[config.mk]
export PLATFORM = sky130hd
export DESIGN_NAME = bcd_stopwatch
export DESIGN_NICKNAME = d
export VERILOG_FILES = /design/src/rtl/bcd_stopwatch.sv
export SDC_FILE = /design/constraint.sdc
export NUM_CORES = 1
export LEC_CHECK = 0
export CORE_UTILIZATION = 50
export CTS_CLUSTER_DIAMETER = 200
export DETAILED_ROUTE_END_ITERATION = 12
export DONT_BUFFER_PORTS = 1
export HOLD_SLACK_MARGIN = 0.02
export PLACE_DENSITY = 0.76
export SKIP_CTS_REPAIR_TIMING = 1
export SLEW_MARGIN = 40
export SYNTH_ARGS = -nofsm -noshare
export SYNTH_HDL_FRONTEND = slang
export SYNTH_SLANG_ARGS = --single-unit
[constraint.sdc]
create_clock -name clk -period 2.15 [get_ports clk]
set_input_delay 0.645 -clock clk [delete_from_list [all_inputs] [get_ports clk]]
set_output_delay 0.645 -clock clk [all_outputs]
set_load 0.005 [all_outputs]
[src/rtl/bcd_stopwatch.sv]
// bcd_stopwatch: multi-digit packed-BCD stopwatch with start/resume, pause,
// wrap-around overflow pulse and an optional lap-hold display freeze.
// Optional feature macro: LAP_HOLD_EN (lap-hold freeze of the displayed count).
// Digit 0 is least significant; number[4i+3:4i] is digit i.
module bcd_stopwatch #(
    parameter int unsigned DIGITS   = 4,
    parameter int unsigned TICK_DIV = 1
) (
    input  logic                  clk,
    input  logic                  reset,
    input  logic                  start_resume,
    input  logic                  stop,
    input  logic                  lap,
    output logic [4*DIGITS-1:0]   number,
    output logic                  running,
    output logic                  overflow,
    output logic                  lap_held
);

    localparam int unsigned NUM_W = 4 * DIGITS;
    localparam int unsigned PRE_W = (TICK_DIV > 1) ? $clog2(TICK_DIV) : 1;
    localparam logic [PRE_W-1:0] PRE_LAST = PRE_W'(TICK_DIV - 1);

    typedef enum logic [1:0] {
        S_IDLE  = 2'd0,
        S_RUN   = 2'd1,
        S_PAUSE = 2'd2
    } state_t;

    state_t             state_q;
    state_t             state_d;
    logic               running_d;
    logic [PRE_W-1:0]   pre_q;
    logic [PRE_W-1:0]   pre_d;
    logic               tick;
    logic [NUM_W-1:0]   count_q;
    logic [NUM_W-1:0]   count_d;
    logic               carry;
    logic               wrap;
    logic [NUM_W-1:0]   number_d;
    logic               lap_held_d;

    // State register
    always_ff @(posedge clk) begin
        if (reset) begin
            state_q <= S_IDLE;
        end else begin
            state_q <= state_d;
        end
    end

    // Next-state logic; stop has priority over start_resume while running
    always_comb begin
        state_d   = state_q;
        running_d = 1'b0;
        case (state_q)
            S_IDLE: begin
                if (start_resume) begin
                    state_d = S_RUN;
                end
            end
            S_RUN: begin
                if (stop) begin
                    state_d = S_PAUSE;
                end
            end
            S_PAUSE: begin
                if (start_resume) begin
                    state_d = S_RUN;
                end
            end
            default: begin
                state_d = S_IDLE;
            end
        endcase
        running_d = (state_d == S_RUN);
    end

    // Prescaler: advances only while running and not being stopped this edge
    always_comb begin
        pre_d = pre_q;
        tick  = 1'b0;
        case (state_q)
            S_IDLE: begin
                pre_d = '0;
            end
            S_RUN: begin
                if (!stop) begin
                    if (pre_q == PRE_LAST) begin
                        pre_d = '0;
                        tick  = 1'b1;
                    end else begin
                        pre_d = pre_q + PRE_W'(1);
                    end
                end
            end
            default: begin
                pre_d = pre_q;
            end
        endcase
    end

    // Ripple BCD incrementer; carry out of the top digit marks the wrap
    always_comb begin
        count_d = count_q;
        carry   = tick;
        for (int i = 0; i < int'(DIGITS); i++) begin
            if (carry) begin
                if (count_q[4*i +: 4] == 4'd9) begin
                    count_d[4*i +: 4] = 4'd0;
                end else begin
                    count_d[4*i +: 4] = count_q[4*i +: 4] + 4'd1;
                    carry             = 1'b0;
                end
            end
        end
        wrap = carry;
    end

`ifdef LAP_HOLD_EN
    // Display select: freeze/release on lap; both toggles load the pre-increment count
    always_comb begin
        number_d   = count_d;
        lap_held_d = lap_held;
        if (lap && (state_q != S_IDLE)) begin
            lap_held_d = !lap_held;
            number_d   = count_q;
        end else if (lap_held) begin
            number_d = number;
        end
    end
`else
    logic unused_lap;
    assign unused_lap = lap;

    // Display always follows the internal count
    always_comb begin
        number_d   = count_d;
        lap_held_d = 1'b0;
    end
`endif

    // Datapath and registered outputs
    always_ff @(posedge clk) begin
        if (reset) begin
            pre_q    <= '0;
            count_q  <= '0;
            number   <= '0;
            running  <= 1'b0;
            overflow <= 1'b0;
            lap_held <= 1'b0;
        end else begin
            pre_q    <= pre_d;
            count_q  <= count_d;
            number   <= number_d;
            running  <= running_d;
            overflow <= wrap;
            lap_held <= lap_held_d;
        end
    end

endmodule
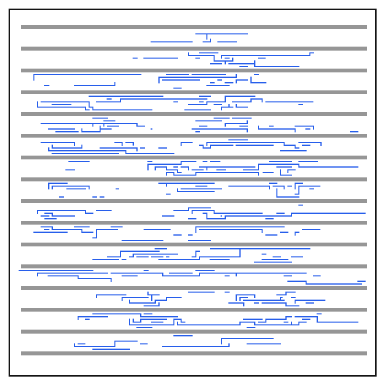
Run 1: signal wires on met1
(8 px per µm) Supply wires on this layer in grey.
share of all routed wire: 47%
main direction: horizontal
nets with wire on the layer: 107
longest straight run: 13.3 µm
final wirelength: 1770 µm
DR vias: 773
met1 layer usage reported by global route: 23.8%

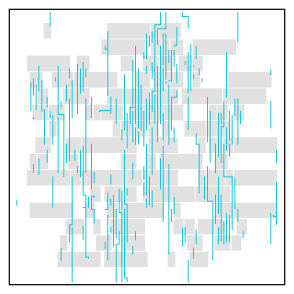
Run 1: M2 wires
(6 px per µm)
wire length on this layer: 821 µm
share of all routed wire: 46%
main direction: vertical
nets with wire on the layer: 95
longest straight run: 15.0 µm
grt met2 use: 33.4%

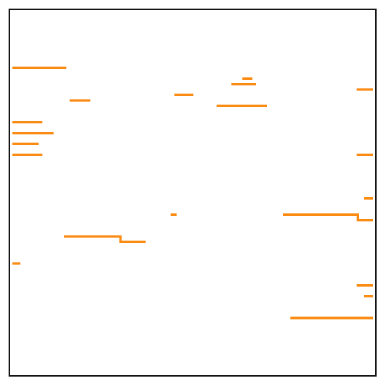
Run 1: met3 routing
(8 px per µm)
share of all routed wire: 4.3%
wire length on this layer: 75.4 µm
nets with wire on the layer: 17
Global Route met3 Usage: 5.56%

==> flow_metrics.tcl, run 1 <==
# collected from the flow reports
set metrics [dict create \
    period_used_pct 77.5 \
    power.share.combinational_pct 1.8 \
    post-synth-top-count-cell "dfxtp_1" \
    die-area_mm2 0.00208 \
    fin_setup_tns_ns 0 \
    cts_inserted_buffers 3 \
    numSynthFlops 20 \
    clock-sinks 20 \
    drt_first_iter_violations 14 \
    common_cells "dfxtp_1 (20), a21oi_1 (12), nand2_1 (9), nor2_1 (9), o21ai_0 (6)" \
    syn_area_per_cell_um2 8.90 \
    rsz0062_at_grt "false" \
    cp.arrival_ns 1.91 \
    port_buffers 0 \
    ys_seq_share_pct 42.0 \
    crit_buf_inv 0 \
    maxSlewViolCount 0 \
    h-tree-depth 1 \
    place_area_um2 976 \
    layout.nets 115 \
    top_cells_by_area "dfxtp_1 (42%), a21oi_1 (6.3%), xor2_1 (3.7%)" \
    ys_cells 107 \
    p_int_uw 485 \
    drive_above_1_share_pct 11.9 \
    simple_gate_area_share_pct 36.1 \
    tool_warnings 27 \
    ys_types 36 \
    clockBufferDepth 2 \
    met2_length_um 820 \
    ys_sh_mux_pct 2.10 \
    first_pass_iters 4 \
    num_rows 15 \
    critPathTopFamily "simple AND/OR/NAND/NOR gates" \
    hold_viol_final 0 \
    synthArstFlopShare_pct 0 \
    synth_chip_area_um2 952 \
    postSynthCellCount 107 \
    critPathMaxFanout 7 \
    diodes 0 \
    wl_per_cell_um 13.2 \
    synth_top_cell_by_area "dfxtp_1" \
    hp-class "primary input to register" \
    areaGrowthSynthToFinish_pct 6.31 \
    worst_path_largest_cell_delay_ns 0.49 \
    edf_count 0 \
    io_pins 24 \
    drtAntennaViolNets 0 \
    sequentialPowerShare_pct 62.0 \
    finalClockSkew_ns 0.00277 \
    cts_tree "done" \
    critPathKind "register to register" \
    top_logic_kind "simple AND/OR/NAND/NOR gates" \
    power_leakage_nw 0.352 \
    synth-main-ff-cell "dfxtp_1" \
    syn_area_um2 952 \
    initial_utilization_pct 54.0 \
    dp_hpwl_um 1200 \
    clkLatencyLatePin_ns 0.30 \
    synth-compound-area-share_pct 11.6 \
    grt_pass1_vias 711 \
    crit_chain "and4bb_4 > nand4_2 > or4_1 > a21oi_1" \
    route.detailed.drc 0 \
    gp_congestion 0.746 \
    clk_pin_slew_ns 0.12 \
    maxCapViolCount 0 \
    wl_met1_um 839 \
    setup_viol 0 \
    fp.dieH_um 45.6 \
    grt_usage_pct 20.4 \
    top_area_share_pct 42.0 \
    grt_pass1_wl_um 3020 \
    fp_nets 112 \
    via_per_inst 5.77 \
    fmax_mhz 600 \
    coreArea_mm2 0.00176 \
    min_period_ns 1.67 \
    cp_slowest_cell "or4_1" \
    dr_wl_met3_um 75 \
    ys.warnings.count 0 \
    ir_worst_vdd_mv 0.365 \
    crit_path_start_kind "register" \
    critPathCaptureType "register" \
    fin_util_pct 57.4 \
    die_w_um 45.6 \
    grt_max_degree 21 \
    root_buffer "clkbuf_4" \
    p_per_area_mw_per_mm2 607 \
    clkPwrFrac_pct 36.1 \
    grt_antenna_before_repair 0 \
    synth.cellmix.adderShare_pct 0 \
    p_switching_uw 129 \
    routed.top_layer "met4" \
    status "finished clean" \
    globalRoute.totalOverflow 0 \
    p_sw_share_pct 21.0 \
    cp.required_ns 2.39 \
    ys_sh_xor_pct 4.60 \
    final_area_mm2 0.00101 \
]
==> run 1: final timing paths <==
path	from	to	slack (ns)	cells past startpoint
max reg2reg	count_q[2]	count_q[12]	0.48	4
min	reset	count_q[3]	0.39	1
max	count_q[2]	count_q[12]	0.48	4
min reg2reg	count_q[12]	count_q[12]	0.52	2
==> run 1: per-stage QoR <==
| step | cells | setup WS [ns] | power, mW | hold WS [ns] |
|---|---|---|---|---|
| floorplan | 107 | 0.337 | 0.404 | 0.476 |
| global placement | 130 | 0.301 | 0.400 | 0.493 |
| detailed placement | 130 | 0.267 | 0.400 | 0.501 |
| CTS | 134 | 0.473 | 0.615 | 0.391 |
| global route | 134 | 0.369 | 0.632 | 0.376 |
| finish | 134 | 0.483 | 0.614 | 0.392 |
==> run 1: logic make-up after synthesis <==
| group | after synthesis |
|---|---|
| other | 1 |
| AND/OR/NAND/NOR | 52 |
| XOR/XNOR | 5 |
| buffers and inverters | 6 |
| AND-OR/OR-AND | 21 |
| multiplexers | 2 |
| flip-flops | 20 |
==> run 1: layer usage <==
layer	up-vias	track usage, %
met5	-	0
met4	0	10.9
met3	4	5.56
met2	23	33.4
met1	363	23.8
li1	383	-
==> run 1: area by class of cell <==
cell class / count / area, µm²
clock buffer: 4 / 36.3
multi-input combinational: 81 / 522
fill: 179 / 752
inverter: 2 / 7.51
timing repair buffer: 2 / 15.0
sequential: 20 / 400
tap: 25 / 31.3
==> run 1: registers in the layout, indices dropped and copies added (netlist names) <==
| signal | flops |
|---|---|
| count_q | 16 |
| overflow | 1 |
| state_q | 2 |
| running | 1 |
==> run 1: cells in the final DEF, fill, tap and decap left out, types with 2 or more instances in the layout <==
cell	n
nand2b_1	2
or3_1	3
dfxtp_1	20
nor2b_1	3
o21ai_0	6
buf_4	2
inv_1	2
nor3b_1	2
a31oi_1	2
a21oi_1	12
mux2i_1	2
clkbuf_4	3
nand3b_1	3
nand3_1	5
nand2_1	9
xor2_1	4
nor2_1	9
==> run 1: power groups by stage <==
stage | Sequential (mW) | Clock (mW) | Combinational [mW]
after CTS | 0.381 | 0.223 | 0.0113
after detailed placement | 0.389 | 0 | 0.0111
final | 0.381 | 0.222 | 0.0112
after floorplan | 0.388 | 0 | 0.0158
after global placement | 0.389 | 0 | 0.0109
after global routing | 0.382 | 0.237 | 0.0129
==> inputs of run 2 (changes only) <==
==> constraint.sdc (replaced) <==
create_clock -name clk -period 1.6 [get_ports clk]
set_input_delay 0.48 -clock clk [delete_from_list [all_inputs] [get_ports clk]]
set_output_delay 0.48 -clock clk [all_outputs]
set_load 0.005 [all_outputs]
==> flow_metrics.tcl, run 2 <==
# collected from the flow reports
set metrics [dict create \
    status "finished clean" \
    clock-sinks 20 \
    dp_hpwl_um 1330 \
    post-synth-top-count-cell "dfxtp_1" \
    critPathCaptureType "register" \
    min_period_ns 1.47 \
    grt_antenna_before_repair 0 \
    maxCapViolCount 0 \
    regToRegStartpoint "count_q[4]" \
    first_pass_iters 4 \
    clockBufferDepth 2 \
    critPathMaxFanout 7 \
    gp_congestion 0.774 \
    crit_path_start_kind "register" \
    wl_per_cell_um 12.6 \
    ys.warnings.count 0 \
    period_used_pct 91.7 \
    layout.nets 126 \
    top_logic_kind "simple AND/OR/NAND/NOR gates" \
    fin_setup_tns_ns 0 \
    ys_cells 107 \
    reg2reg_to "count_q[10]" \
    top_register "count_q" \
    grt_max_degree 21 \
    maxSlewViolCount 0 \
    ys_sh_mux_pct 2.10 \
    routed_wl_um 1820 \
    syn_area_um2 952 \
    regArea_um2 402 \
    route.detailed.drc 0 \
    dr_wl_met3_um 77 \
    clk_pin_slew_ns 0.10 \
    areaGrowthSynthToFinish_pct 14.6 \
    critPathKind "register to register" \
    ys_sh_xor_pct 4.60 \
    synth.cellmix.adderShare_pct 0 \
    largest_reg_flops 16 \
    r2r_slack_ns 0.13 \
    numSynthFlops 20 \
    diodes 0 \
    grt_pass1_wl_um 2940 \
    tool_warnings 27 \
    setup_viol 0 \
    drtAntennaViolNets 0 \
    logic_area_um2 531 \
    via_per_inst 5.57 \
    synth-compound-area-share_pct 11.6 \
    fp_nets 112 \
    coreArea_mm2 0.00176 \
    cts_tree "done" \
    syn_area_per_cell_um2 8.90 \
    fmax_mhz 682 \
    die-area_mm2 0.00208 \
    ys_seq_share_pct 42.0 \
    top_cells_by_area "dfxtp_1 (42%), a21oi_1 (6.3%), xor2_1 (3.7%)" \
    root_buffer "clkbuf_4" \
    synthArstFlopShare_pct 0 \
    edf_count 0 \
    hp-class "primary input to register" \
    drt_first_iter_violations 11 \
    grt_usage_pct 19.7 \
    drive_above_1_share_pct 21.0 \
    worstRegToRegCells 4 \
    vias 802 \
    place_inst 141 \
    synth_top_cell_by_area "dfxtp_1" \
    hold_viol_final 0 \
    rsz0062_at_grt "false" \
    finalClockSkew_ns 0.00181 \
    cp.required_ns 1.84 \
    initial_utilization_pct 54.0 \
    postSynthCellCount 107 \
    crit_path_end "count_q[10]" \
    wl_met1_um 879 \
    io_pins 24 \
    final_layout_top_logic_cells "dfxtp_1 (19), buf_4 (13), a21oi_1 (12)" \
    top_area_share_pct 42.0 \
    grt_pass1_vias 745 \
    common_cells "dfxtp_1 (20), a21oi_1 (12), nand2_1 (9), nor2_1 (9), o21ai_0 (6)" \
    fillers 174 \
    synth-main-ff-cell "dfxtp_1" \
    power_leakage_nw 0.408 \
    ir_worst_vdd_mv 0.571 \
    h-tree-depth 1 \
    simple_gate_area_share_pct 36.1 \
    cp.arrival_ns 1.70 \
    clkLatencyLatePin_ns 0.30 \
    cp-startpoint "count_q[4]" \
    port_buffers 0 \
    layout_top_cell "dfxtp_1" \
    globalRoute.totalOverflow 0 \
    top_regs "count_q (16), state_q (2)" \
    met2_length_um 836 \
    routed.top_layer "met4" \
    cts_inserted_buffers 3 \
    p_per_area_mw_per_mm2 697 \
    synth_chip_area_um2 952 \
    ys_types 36 \
]
run 2: kinds of logic after synthesis:
logic type	after synthesis
AOI/OAI and AO/OA	21
DFF	20
other	1
muxes	2
buffers and inverters	6
xor gates and xnor gates	5
and+or+nand+nor	52
run 2: routing by layer:
layer / track usage [%] / up-vias
met1: 25.0 / 376
li1: - / 403
met4: 10.3 / 0
met2: 30.6 / 21
met5: 0 / -
met3: 4.76 / 2
run 2: critical path: stages, from the launching register on:
cell      delay, ns
dfxtp_1        0.41
and4bb_4       0.32
nand4_4        0.12
or3_2          0.42
a21oi_1        0.14
run 2: layout make-up:
type	instances	area share (%)
sequential	20	36.8
timing repair buffer	13	8.94
tap	25	2.87
clock buffer	3	2.06
inverter	2	0.688
multi-input combinational	81	48.6
run 2: report_power, final:
| group | leakage [nW] | internal [mW] | switching (mW) | total, mW |
|---|---|---|---|---|
| clock | 0.0138 | 0.0878 | 0.143 | 0.231 |
| sequential | 0.162 | 0.504 | 0.00505 | 0.509 |
| combinational | 0.232 | 0.0107 | 0.00946 | 0.0202 |
| total | 0.408 | 0.603 | 0.158 | 0.760 |
run 2: worst min-delay path by stage:
stage          slack [ns]           to        start  cells past startpoint
5_1_grt              0.21   count_q[3]        reset                      1
6_report             0.23   count_q[3]        reset                      1
3_5_place_dp         0.50  count_q[12]  count_q[12]                      2
3_3_place_gp         0.51  count_q[12]  count_q[12]                      2
2_1_floorplan        0.48  count_q[12]  count_q[12]                      2
4_1_cts              0.22  count_q[12]        reset                      1
run 2: stage by stage:
| stage | cell area, µm² | setup WS [ns] | power, mW | util (%) | hold slack [ns] |
|---|---|---|---|---|---|
| floorplan | 965 | 0.000956 | 0.543 | - | 0.481 |
| global placement | 1070 | 0.0148 | 0.540 | 60.5 | 0.506 |
| detailed placement | 1070 | 0.000455 | 0.541 | 60.5 | 0.505 |
| CTS | 1090 | 0.111 | 0.772 | 61.8 | 0.225 |
| global route | 1090 | 0.00824 | 0.794 | 61.8 | 0.211 |
| finish | 1090 | 0.133 | 0.760 | 61.8 | 0.231 |
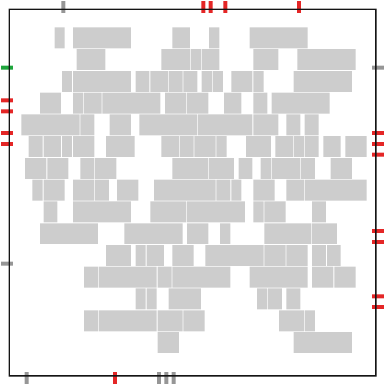
Run 2: pin placement
(8 px per µm) Pins as bars across the die edge, other pins in grey.
legend:
  red:
    port: number
    pins: 16
    direction: output
    edge: 7 right, 4 left, 4 top, 1 bottom
  green:
    port: clk
    pins: 1
    direction: input
    edge: left
all pins by edge: 8 right, 6 left, 5 bottom, 5 top
die width: 45.6 µm
die height: 45.6 µm

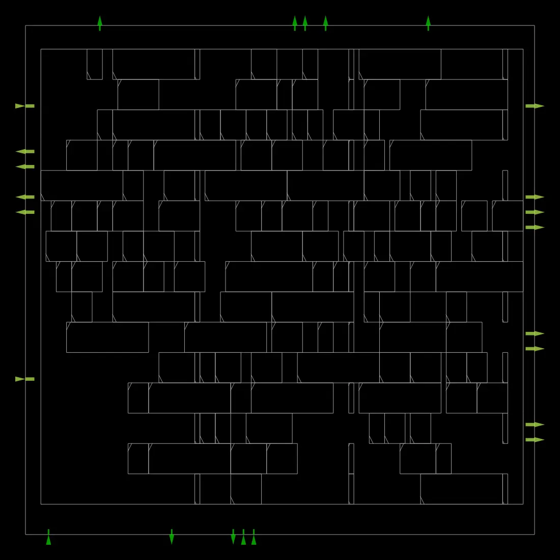
Run 2: placement view
Cell Rows: 15
final core utilization: 61.8%
sequential share of cell area: 36.8%
Post-Layout Cell Count: 144

Power figures rest on the tool's default switching activity, not on a simulated workload.
